## src/rtl/yags_history_unit_if.sv

```systemverilog
// rtl/yags_history_unit_if.sv - predict/resolve/update bundle between fetch, the history unit and the PHT
// master drives predictions and resolutions; slave (the history unit) answers with ready and update pulses.
interface yags_history_unit_if #(
  parameter int GHR_SIZE = 10,
  parameter int PC_SIZE  = 10
);
  logic                pred_valid;
  logic [PC_SIZE-1:0]  pred_pc;
  logic                pred_taken;
  logic                pred_ready;
  logic                resolve_valid;
  logic                resolve_taken;
  logic                upd_update;
  logic                upd_miss_predict;
  logic [PC_SIZE-1:0]  upd_address;
  logic [GHR_SIZE-1:0] upd_history;
  logic [1:0]          upd_actual_prediction;

  modport master (
    output pred_valid, pred_pc, pred_taken, resolve_valid, resolve_taken,
    input  pred_ready, upd_update, upd_miss_predict, upd_address, upd_history,
           upd_actual_prediction
  );

  modport slave (
    input  pred_valid, pred_pc, pred_taken, resolve_valid, resolve_taken,
    output pred_ready, upd_update, upd_miss_predict, upd_address, upd_history,
           upd_actual_prediction
  );
endinterface

```

## src/rtl/yags_history_unit.sv

```systemverilog
// rtl/yags_history_unit.sv - speculative GHR and in-flight branch queue feeding the YAGS PHT
// Optional resolve/mispredict counters are built when YAGS_HISTORY_STATS_EN is defined.
module yags_history_unit #(
  parameter int GHR_SIZE   = 10,
  parameter int PC_SIZE    = 10,
  parameter int FIFO_DEPTH = 8
) (
  input  logic                        clk,
  input  logic                        rst_n,
  yags_history_unit_if.slave          bus,
  output logic [GHR_SIZE-1:0]         read_history,
  output logic                        flush,
  output logic [$clog2(FIFO_DEPTH):0] count,
  output logic                        resolve_underflow
`ifdef YAGS_HISTORY_STATS_EN
  ,
  output logic [31:0]                 stat_resolved,
  output logic [31:0]                 stat_mispredicted
`endif
);

  localparam int PTR_W = $clog2(FIFO_DEPTH);
  localparam int CNT_W = PTR_W + 1;

  logic [PC_SIZE-1:0]  pc_mem   [FIFO_DEPTH];
  logic                tk_mem   [FIFO_DEPTH];
  logic [GHR_SIZE-1:0] snap_mem [FIFO_DEPTH];

  logic [PTR_W-1:0]    wr_ptr;
  logic [PTR_W-1:0]    rd_ptr;
  logic [GHR_SIZE-1:0] ghr;

  logic                upd_update_q;
  logic                upd_miss_q;
  logic [PC_SIZE-1:0]  upd_address_q;
  logic [GHR_SIZE-1:0] upd_history_q;
  logic [1:0]          upd_act_q;

  logic                ready;
  logic                res_ok;
  logic                mispred;
  logic                push;
  logic                pop;
  logic [PC_SIZE-1:0]  head_pc;
  logic                head_taken;
  logic [GHR_SIZE-1:0] head_snap;

  assign head_pc    = pc_mem[rd_ptr];
  assign head_taken = tk_mem[rd_ptr];
  assign head_snap  = snap_mem[rd_ptr];

  // No bypass: a full queue refuses a prediction even while it pops.
  assign ready   = (count != CNT_W'(FIFO_DEPTH));
  assign res_ok  = bus.resolve_valid && (count != '0);
  assign mispred = res_ok && (head_taken != bus.resolve_taken);
  assign push    = bus.pred_valid && ready && !mispred;
  assign pop     = res_ok;

  assign bus.pred_ready            = ready;
  assign bus.upd_update            = upd_update_q;
  assign bus.upd_miss_predict      = upd_miss_q;
  assign bus.upd_address           = upd_address_q;
  assign bus.upd_history           = upd_history_q;
  assign bus.upd_actual_prediction = upd_act_q;
  assign read_history              = ghr;

  always_ff @(posedge clk) begin
    if (push) begin
      pc_mem[wr_ptr]   <= bus.pred_pc;
      tk_mem[wr_ptr]   <= bus.pred_taken;
      snap_mem[wr_ptr] <= ghr;
    end
  end

  always_ff @(posedge clk or negedge rst_n) begin
    if (!rst_n) begin
      ghr    <= '0;
      wr_ptr <= '0;
      rd_ptr <= '0;
      count  <= '0;
    end else if (mispred) begin
      // Repair history from the wrong branch's snapshot with its real outcome.
      ghr    <= {head_snap[GHR_SIZE-2:0], bus.resolve_taken};
      wr_ptr <= '0;
      rd_ptr <= '0;
      count  <= '0;
    end else begin
      if (push) begin
        ghr    <= {ghr[GHR_SIZE-2:0], bus.pred_taken};
        wr_ptr <= wr_ptr + PTR_W'(1);
      end
      if (pop) begin
        rd_ptr <= rd_ptr + PTR_W'(1);
      end
      case ({push, pop})
        2'b10:   count <= count + CNT_W'(1);
        2'b01:   count <= count - CNT_W'(1);
        default: count <= count;
      endcase
    end
  end

  always_ff @(posedge clk or negedge rst_n) begin
    if (!rst_n) begin
      upd_update_q      <= 1'b0;
      upd_miss_q        <= 1'b0;
      upd_address_q     <= '0;
      upd_history_q     <= '0;
      upd_act_q         <= 2'b00;
      flush             <= 1'b0;
      resolve_underflow <= 1'b0;
    end else begin
      upd_update_q  <= res_ok;
      upd_miss_q    <= mispred;
      upd_address_q <= res_ok ? head_pc : '0;
      upd_history_q <= res_ok ? head_snap : '0;
      upd_act_q     <= (res_ok && bus.resolve_taken) ? 2'b11 : 2'b00;
      flush         <= mispred;
      if (bus.resolve_valid && (count == '0)) begin
        resolve_underflow <= 1'b1;
      end
    end
  end

`ifdef YAGS_HISTORY_STATS_EN
  always_ff @(posedge clk or negedge rst_n) begin
    if (!rst_n) begin
      stat_resolved     <= '0;
      stat_mispredicted <= '0;
    end else begin
      if (res_ok && (stat_resolved != 32'hFFFF_FFFF)) begin
        stat_resolved <= stat_resolved + 32'd1;
      end
      if (mispred && (stat_mispredicted != 32'hFFFF_FFFF)) begin
        stat_mispredicted <= stat_mispredicted + 32'd1;
      end
    end
  end
`endif

endmodule

```

## src/flat_wrapper.sv

```systemverilog
// flat-port wrapper written by rule: the top's interface ports become plain ports
module yags_history_unit_flat 
#(
  parameter int GHR_SIZE   = 10,
  parameter int PC_SIZE    = 10,
  parameter int FIFO_DEPTH = 8
)
  (clk, rst_n, read_history, flush, count, resolve_underflow, bus_pred_valid, bus_pred_pc, bus_pred_taken, bus_resolve_valid, bus_resolve_taken, bus_pred_ready, bus_upd_update, bus_upd_miss_predict, bus_upd_address, bus_upd_history, bus_upd_actual_prediction);
  yags_history_unit_if #(.GHR_SIZE(GHR_SIZE), .PC_SIZE(PC_SIZE)) bus_i ();
  input  logic clk;
  input  logic rst_n;
  output logic [GHR_SIZE-1:0] read_history;
  output logic flush;
  output logic [$clog2(FIFO_DEPTH):0] count;
  output logic resolve_underflow;
  input wire logic [$bits(bus_i.pred_valid)-1:0] bus_pred_valid;
  input wire logic [$bits(bus_i.pred_pc)-1:0] bus_pred_pc;
  input wire logic [$bits(bus_i.pred_taken)-1:0] bus_pred_taken;
  input wire logic [$bits(bus_i.resolve_valid)-1:0] bus_resolve_valid;
  input wire logic [$bits(bus_i.resolve_taken)-1:0] bus_resolve_taken;
  output wire logic [$bits(bus_i.pred_ready)-1:0] bus_pred_ready;
  output wire logic [$bits(bus_i.upd_update)-1:0] bus_upd_update;
  output wire logic [$bits(bus_i.upd_miss_predict)-1:0] bus_upd_miss_predict;
  output wire logic [$bits(bus_i.upd_address)-1:0] bus_upd_address;
  output wire logic [$bits(bus_i.upd_history)-1:0] bus_upd_history;
  output wire logic [$bits(bus_i.upd_actual_prediction)-1:0] bus_upd_actual_prediction;
  assign bus_i.pred_valid = bus_pred_valid;
  assign bus_i.pred_pc = bus_pred_pc;
  assign bus_i.pred_taken = bus_pred_taken;
  assign bus_i.resolve_valid = bus_resolve_valid;
  assign bus_i.resolve_taken = bus_resolve_taken;
  assign bus_pred_ready = bus_i.pred_ready;
  assign bus_upd_update = bus_i.upd_update;
  assign bus_upd_miss_predict = bus_i.upd_miss_predict;
  assign bus_upd_address = bus_i.upd_address;
  assign bus_upd_history = bus_i.upd_history;
  assign bus_upd_actual_prediction = bus_i.upd_actual_prediction;
  yags_history_unit #(.GHR_SIZE(GHR_SIZE), .PC_SIZE(PC_SIZE), .FIFO_DEPTH(FIFO_DEPTH)) u_core (.clk(clk), .rst_n(rst_n), .bus(bus_i), .read_history(read_history), .flush(flush), .count(count), .resolve_underflow(resolve_underflow));
endmodule
```

## config.mk

```make
export PLATFORM = sky130hd
export DESIGN_NAME = yags_history_unit_flat
export DESIGN_NICKNAME = d
export VERILOG_FILES = /design/src/rtl/yags_history_unit_if.sv /design/src/rtl/yags_history_unit.sv /design/src/flat_wrapper.sv
export SDC_FILE = /design/constraint.sdc
export NUM_CORES = 1
export LEC_CHECK = 0
export ABC_CLOCK_PERIOD_IN_PS = 11200
export CORE_ASPECT_RATIO = 0.9
export CORE_MARGIN = 2
export CORE_UTILIZATION = 63
export DETAILED_ROUTE_END_ITERATION = 10
export PLACE_DENSITY = 0.84
export SLEW_MARGIN = 20
export SYNTH_ARGS = -nofsm -noshare
export SYNTH_HDL_FRONTEND = slang
export SYNTH_SLANG_ARGS = --single-unit
```

## constraint.sdc

```tcl
create_clock -name clk -period 11.2 [get_ports clk]
set_input_delay 1.12 -clock clk [delete_from_list [all_inputs] [get_ports clk]]
set_output_delay 1.12 -clock clk [all_outputs]
set_load 0.02 [all_outputs]
```

**Run 1: cell sizes after repair**

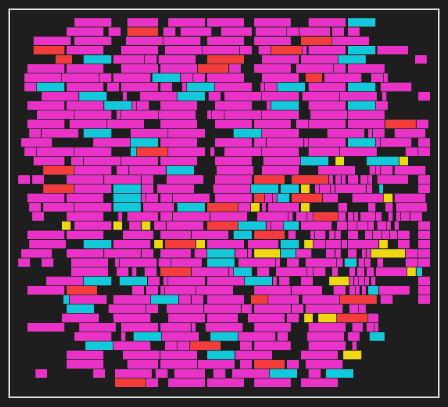
- yellow: drive 3 to 4 (cells 20; share 3.8%; most used buf_4)
- cyan: drive 2 (cells 55; share 11%; most used mux4_2)
- red: drive 6 and up (cells 29; share 5.5%; most used clkbuf_16)
- magenta: drive 1 or less (cells 419; share 80%; most used edfxtp_1)
Finished Cell Area: 9880 µm²
slack of the critical path: 7200 ps
count of buffers not belonging to the clock network in the layout: 69
synth-to-layout area growth: 17.0%

**Run 1: where the registers sit**

Other sequential cells in the stronger gray, the rest of the logic in the fainter gray.
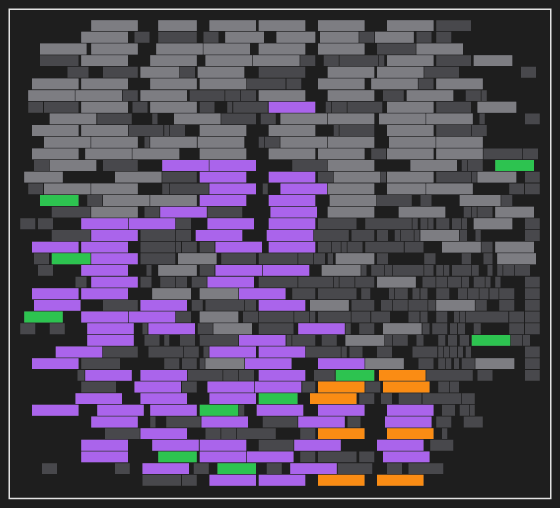
- orange: u_core.tk_mem (sequential cells 8)
- green: u_core.bus.upd_history (sequential cells 10)
- purple: u_core.snap_mem (sequential cells 80)
- not colored: 114

**Run 1: placement by cell class**

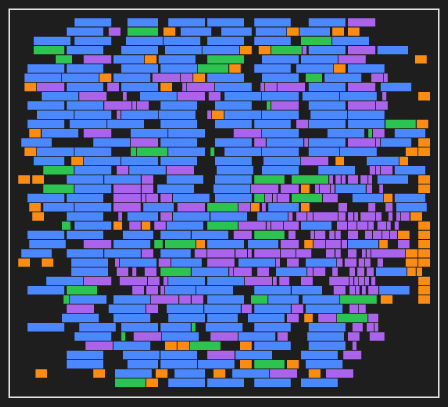
- purple: all other logic (cells 205; share of their area 22%)
- green: clock drivers and dummy loads (cells 37; share of their area 7.3%)
- orange: other buffers and delay cells (cells 69; share of their area 6.8%)
- blue: flops (cells 212; share of their area 64%)

==> qor_table.md, run 1 <==
| Step | Item | Reported |
|---|---|---|
| worst setup path | Data required time at the worst endpoint | 11560 ps |
| place | Dpl hpwl | 8.63 mm |
| worst setup path | CP endpoint kind | register |
| clock tree | Cell at the root of the clock tree | sky130_fd_sc_hd__clkbuf_16 |
| place | Count of buffers inserted at the top-level ports | 56 |
| layout | Most numerous logic cells after layout | 168 x sky130_fd_sc_hd__edfxtp_1, 55 x sky130_fd_sc_hd__clkdlybuf4s50_1, 43 x sky130_fd_sc_hd__mux2i_1, 43 x sky130_fd_sc_hd__dfrtp_1, 40 x sky130_fd_sc_hd__mux4_2 |
| grt | GR met2 Demand/Resource | 37.5% |
| power and ir drop | Internal power | 1850 µW |
| grt | GRT Residual Overflow | 0 |
| sta | Max Slew Vio Count | 0 |
| grt | Busiest layer in global routing | met2 |
| clock tree | Number of buffers inserted to repair setup after CTS | 0 |
| synth | Area of the synthesized netlist per yosys stat | 8440 µm² |
| power and ir drop | Peak supply drop | 177 µV |
| hold path | Hold Path Class | reg2reg |
| synth | Post-Synth XOR/XNOR Area | 0.519% |
| worst setup path | Launch instance of the worst register-to-register path | u_core.rd_ptr[0] |
| clock tree | Number of clock sinks | 212 |
| worst setup path | Worst path arrival time | 4360 ps |
| die | Core Area | 13200 µm² |
| sta | Final tally of hold violations | 0 |
| synth | Area of the mapped netlist | 8440 µm² |
| drt | Vias per cell | 6.25 |
| drt | Mean routed wirelength per cell | 23.5 µm |
| worst setup path | Most used cell, CP | sky130_fd_sc_hd__mux2i_1 |
| synth | Yosys stat cell total | 444 |
| clock tree | Clock slew at the register clock pins of the worst setup and hold paths | 70 ps |
| worst setup path | Worst reg-to-reg path cell count | 11 |
| grt | Pin count of the biggest net entering global routing | 48 |
| worst setup path | Depth of the critical timing path with buffers and inverters included | 11 |
| worst setup path | Worst setup path startpoint | u_core.rd_ptr[0] |
| run | Total tool warning count | 26 |
| worst setup path | Capturing element of the worst setup path | u_core.count[3] |
| clock tree | Number of buffers created by CTS | 21 |
| grt | Number of antenna violations at the first check in global routing | 0 |
| drt | Highest metal used | met4 |
| die | Die outline height | 114 µm |
| synth | Part of the Yosys area used for sequential elements | 72.8% |
| synth | Complex Gates by Area | 2.92% |
| drt | Detailed-route wire length on metal 1 | 6.77 mm |
| power and ir drop | Fraction of power consumed by the clock network | 26.4% |
| hold path | Hold Path Origin | u_core.resolve_underflow |
| synth | Post-synth cell types | 53 |
| hold path | Hold Path Sink | u_core.resolve_underflow |
| sta | Final setup skew | 16.4 ps |
| sta | Max transition margin | 33.7% |
| synth | EDFF count, synth | 168 |
| layout | Net count, final | 529 |
| die | Die W | 126 µm |
| grt | Global routing usage summed across all routing layers | 23.2% |
| worst setup path | Top cell family by delay on the critical path | AND-OR/OR-AND gates |
| grt | Global-route wire length before repair | 25.0 mm |
| drt | Residual DRC | 0 |
| synth | Async set-reset flop share out of synthesis | 20.8% |
| synth | Post-synthesis mux area share | 16.1% |
| sta | Post-layout period usage of the worst path | 35.7% |
| sta | Hold slack | 457 ps |
| power and ir drop | Switching portion of total power | 31.4% |
| worst setup path | Setup Crit Path Kind | reg2reg |
| clock tree | H-tree levels | 1 |
| drt | Wire length reported by the detailed router | 16.2 mm |
| sta | Fin Setup TNS | 0 ps |
| sta | Max frequency | 250 MHz |
| power and ir drop | Sequential cell fraction of total power | 43.4% |
| layout | Layout cells sized above 1 | 19.9% |
| run | Maximum capacitance violations | 0 |
| synth | Total of warnings raised by yosys | 0 |
| synth | Mapped Avg Cell Area | 19.0 µm² |
| synth | Register bit total from synthesis | 212 |
| worst setup path | Critical Path Source Type | register |
| drt | Met3 wire len | 1.04 mm |
| run status | Result of the run | finished clean |
| die | Total die size | 14300 µm² |
| hold path | Number of stages on the worst hold path | 1 |
| power and ir drop | Sum of internal, switching and leakage power | 2700 µW |
| synth | Most instantiated flip-flop cell in the synthesis netlist | sky130_fd_sc_hd__edfxtp_1 |
| clock tree | TritonCTS clock tree | done |
| worst setup path | R2R Path End | u_core.count[3] |
| drt | Count of nets left with antenna violations after detail routing | 0 |
| synth | Post-synthesis net count | 464 |
| die | IO Count | 57 |
-- run 1: area by class of cell --
| cell class | instances | area (µm²) |
|---|---|---|
| clock buffer | 27 | 578 |
| clock inverter | 10 | 131 |
| fill | 729 | 3330 |
| inverter | 3 | 11.3 |
| multi-input combinational | 202 | 2150 |
| sequential | 212 | 6150 |
| tap | 168 | 210 |
| timing repair buffer | 69 | 653 |
-- run 1: Yosys cell counts, types with 2 or more instances --
| cell type | instances | area share, % |
|---|---|---|
| sky130_fd_sc_hd__a21oi_1 | 2 | 0.12 |
| sky130_fd_sc_hd__a22oi_1 | 2 | 0.18 |
| sky130_fd_sc_hd__and3_1 | 3 | 0.22 |
| sky130_fd_sc_hd__buf_2 | 10 | 0.59 |
| sky130_fd_sc_hd__buf_4 | 6 | 0.53 |
| sky130_fd_sc_hd__buf_6 | 4 | 0.53 |
| sky130_fd_sc_hd__clkbuf_1 | 5 | 0.22 |
| sky130_fd_sc_hd__dfrtp_1 | 44 | 13 |
| sky130_fd_sc_hd__edfxtp_1 | 168 | 60 |
| sky130_fd_sc_hd__ha_1 | 4 | 0.59 |
| sky130_fd_sc_hd__inv_1 | 2 | 0.089 |
| sky130_fd_sc_hd__mux2_4 | 2 | 0.36 |
| sky130_fd_sc_hd__mux2i_1 | 43 | 5.1 |
| sky130_fd_sc_hd__mux4_2 | 40 | 11 |
| sky130_fd_sc_hd__nand2_1 | 14 | 0.62 |
| sky130_fd_sc_hd__nand2b_1 | 5 | 0.37 |
| sky130_fd_sc_hd__nand3_1 | 5 | 0.30 |
| sky130_fd_sc_hd__nor2_1 | 31 | 1.4 |
| sky130_fd_sc_hd__nor3_1 | 5 | 0.30 |
| sky130_fd_sc_hd__nor4_1 | 2 | 0.15 |
| sky130_fd_sc_hd__nor4b_1 | 4 | 0.42 |
| sky130_fd_sc_hd__o21ai_0 | 8 | 0.47 |
| sky130_fd_sc_hd__o2bb2ai_1 | 2 | 0.21 |
| sky130_fd_sc_hd__xnor2_1 | 2 | 0.21 |
| sky130_fd_sc_hd__xor2_1 | 3 | 0.31 |
-- run 1: sequential cells by signal, summed over array words and instances, names as in the netlist --
signal,flops
u_core.bus.upd_actual_prediction,1
u_core.bus.upd_address,10
u_core.bus.upd_history,10
u_core.bus.upd_update,1
u_core.count,4
u_core.flush,1
u_core.pc_mem,80
u_core.rd_ptr,3
u_core.read_history,10
u_core.resolve_underflow,1
u_core.snap_mem,80
u_core.tk_mem,8
u_core.wr_ptr,3
-- run 1: stage by stage --
stage                     cell area (µm²)  setup slack, ps  instances
after floorplan                      8440             7030        444
after global placement               9170             6960        654
after detailed placement             9170             6810        654
after CTS                            9880             7130        691
after global routing                 9880             6870        691
final                                9880             7200        691
-- run 1: power groups by stage --
stage | Sequential [µW] | Combinational, µW | Clock [µW]
4_1_cts | 1170 | 823 | 726
3_5_place_dp | 1180 | 807 | 0
2_1_floorplan | 1220 | 494 | 0
3_3_place_gp | 1170 | 790 | 0
5_1_grt | 1190 | 872 | 751
6_report | 1170 | 813 | 714
==> inputs of run 2 (changes only) <==
- ABC_CLOCK_PERIOD_IN_PS: 11200 -> 3970
- CORE_UTILIZATION: 63 -> 58
- PLACE_DENSITY: 0.84 -> 0.79
- clock period: 11.2 -> 3.97 ns (I/O delays scaled with it)
**Run 2: cell sizes after repair**

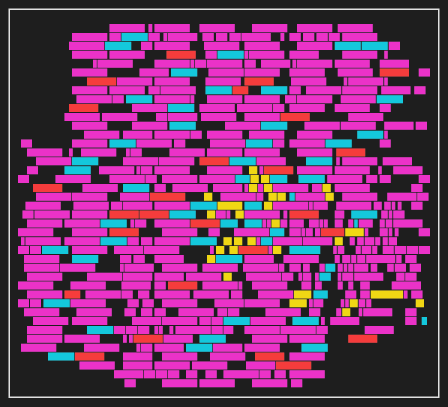
- cyan: drive 2 (cells 54; share 10%; most used mux4_2)
- red: drive 6 and up (cells 26; share 4.9%; most used clkbuf_16)
- magenta: drive 1 or less (cells 424; share 79%; most used edfxtp_1)
- yellow: drive 3 to 4 (cells 31; share 5.8%; most used buf_4)

==> qor_table.md, run 2 <==
| Step | Item | Reported |
|---|---|---|
| synth | Cell type with the largest total area | sky130_fd_sc_hd__edfxtp_1 |
| sta | Post-layout period usage of the worst path | 76.0% |
| synth | Register bit total from synthesis | 212 |
| worst setup path | Top cell family by delay on the critical path | simple AND/OR/NAND/NOR gates |
| grt | Global-route wire length before repair | 26.2 mm |
| layout | Filler cell count in the final layout | 842 |
| synth | Post-synthesis net count | 464 |
| sta | Max frequency | 331 MHz |
| power and ir drop | Peak supply drop | 447 µV |
| drt | Wire length reported by the detailed router | 16.5 mm |
| layout | Synth-to-layout area growth | 17.9% |
| place | Total placed instance area | 9290 µm² |
| synth | Mapped Avg Cell Area | 19.0 µm² |
| layout | Net count, final | 541 |
| synth | Leading cell type by number of instances after synthesis | sky130_fd_sc_hd__edfxtp_1 |
| synth | Yosys stat cell total | 444 |
| synth | Area leader share | 59.8% |
| drt | Vias per cell | 6.03 |
| layout | Layout cells sized above 1 | 20.7% |
| synth | Async set-reset flop share out of synthesis | 20.8% |
| synth | Cell types occupying the most area after synthesis | sky130_fd_sc_hd__edfxtp_1 60%, sky130_fd_sc_hd__dfrtp_1 13%, sky130_fd_sc_hd__mux4_2 11% |
| synth | Most instantiated flip-flop cell in the synthesis netlist | sky130_fd_sc_hd__edfxtp_1 |
| worst setup path | Critical Path Source Type | register |
| synth | Part of the Yosys area used for sequential elements | 72.8% |
| worst setup path | Launch instance of the worst register-to-register path | u_core.count[1] |
| grt | Number of antenna violations at the first check in global routing | 0 |
| layout | Most numerous logic cells after layout | 168 x sky130_fd_sc_hd__edfxtp_1, 55 x sky130_fd_sc_hd__clkdlybuf4s50_1, 43 x sky130_fd_sc_hd__mux2i_1, 43 x sky130_fd_sc_hd__dfrtp_1, 40 x sky130_fd_sc_hd__mux4_2 |
| synth | EDFF count, synth | 168 |
| sta | Max Slew Vio Count | 0 |
| power and ir drop | Switching portion of total power | 31.4% |
| place | Count of buffers inserted at the top-level ports | 56 |
| clock tree | Number of buffers inserted to repair setup after CTS | 0 |
| grt | Global routing usage summed across all routing layers | 22.2% |
| sta | Max transition margin | 51.5% |
| hold path | Hold Path Class | in2async |
| sta | Slack of the critical path | 952 ps |
| grt | GRT Residual Overflow | 0 |
| sta | Final tally of hold violations | 0 |
| sta | Fin Setup TNS | 0 ps |
| place | Post-Place Worst Slack | 975 ps |
| clock tree | TritonCTS clock tree | done |
| die | IO Count | 57 |
| synth | Total of warnings raised by yosys | 0 |
| clock tree | Number of buffers created by CTS | 21 |
| layout | Gate Area | 2150 µm² |
| worst setup path | CP endpoint kind | register |
| worst setup path | Setup Crit Path Kind | reg2reg |
| power and ir drop | Internal power | 5180 µW |
| run status | Result of the run | finished clean |
| die | Total die size | 15500 µm² |
| run | Maximum capacitance violations | 0 |
| die | Die outline height | 118 µm |
| layout | Registers with the most flip-flops | u_core.pc_mem: 80 flops, u_core.snap_mem: 80 flops |
**Run 2: local utilization**

The die is cut into 13 by 12 equal tiles; black is low, pale yellow is high, 0 to 100% covered.
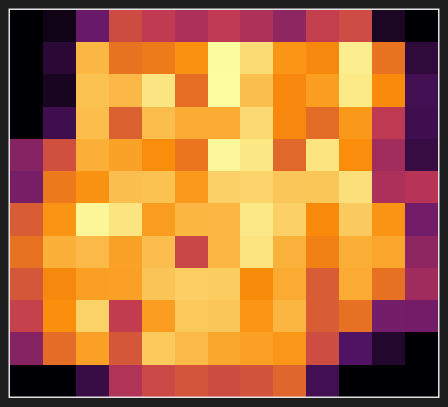
- densest ninth of the die: middle
- nearly empty tiles: 7.1%
- tiles over 75% full: 47%
- mean over tiles: 63%
- fullest tile: 99%
Core Area: 14100 µm²
utilization of the core after routing: 70.6%
floorplan utilization: 59.8%

[run 2: cell count changes in the layout (fill, tap and decap cells not counted), sizes merged]
cell	change
buf	+12
clkbuf	+4
bufinv	-1
clkinv	-1
clkinvlp	-1
inv	-1
[run 2: final cells by class]
class	instances	area share, %
sequential	212	61.8
clock inverter	6	0.804
clock buffer	31	5.86
multi-input combinational	202	21.6
inverter	3	0.113
timing repair buffer	81	7.47
tap	193	2.43
[run 2: kinds of logic after synthesis]
kind of cell | synth area share, %
AOI/OAI and AO/OA | 2.92
xor gates and xnor gates | 0.519
adders and majority gates | 0.593
buffers and inverters | 2.24
DFF | 72.8
muxes | 16.1
and+or+nand+nor | 4.79
[run 2: worst max-delay path by stage]
stage                                start                   to  slack (ps)
after global placement      bus_pred_valid      u_core.count[3]        1150
after CTS                  u_core.count[1]      u_core.count[2]         990
final                      u_core.count[1]      u_core.count[2]         950
after detailed placement    bus_pred_valid      u_core.count[2]         970
after global routing       u_core.count[1]      u_core.count[2]         830
after floorplan           u_core.rd_ptr[0]  u_core.pc_mem[3][0]        -100
[run 2: stage by stage]
stage	cells	hold slack, ps
floorplan	444	101
global placement	691	441
detailed placement	691	457
CTS	728	36.8
global route	728	68.4
finish	728	11.0
[run 2: metal layers]
metal | part of all wire (%) | global-route usage [%] | vias up
met5 | 0 | 0 | -
li1 | - | - | 1903
met2 | 52 | 37.9 | 173
met3 | 6.4 | 4.29 | 31
met4 | 2.0 | 6.52 | 0
met1 | 40 | 29.6 | 2281
[run 2: power by group through the flow]
| stage | Clock [µW] | Combinational [µW] | Sequential, µW |
|---|---|---|---|
| after detailed placement | 0 | 2300 | 3370 |
| after CTS | 1930 | 2330 | 3340 |
| after global routing | 2020 | 2470 | 3400 |
| after floorplan | 0 | 1390 | 3430 |
| after global placement | 0 | 2250 | 3330 |
| final | 1900 | 2310 | 3340 |
[run 2: worst reg2reg max path, cell delays in order, from the launching register on]
cell and delay (ps):
sky130_fd_sc_hd__dfrtp_1 560, sky130_fd_sc_hd__or4b_1 790, sky130_fd_sc_hd__nand2_8 320, sky130_fd_sc_hd__o21a_1 160, sky130_fd_sc_hd__ha_1 280, sky130_fd_sc_hd__a211o_1 240
sky130_fd_sc_hd__nand3b_1 80, sky130_fd_sc_hd__o311ai_1 120, sky130_fd_sc_hd__a32oi_1 210, sky130_fd_sc_hd__o211ai_1 120
Power figures rest on the tool's default switching activity, not on a simulated workload.
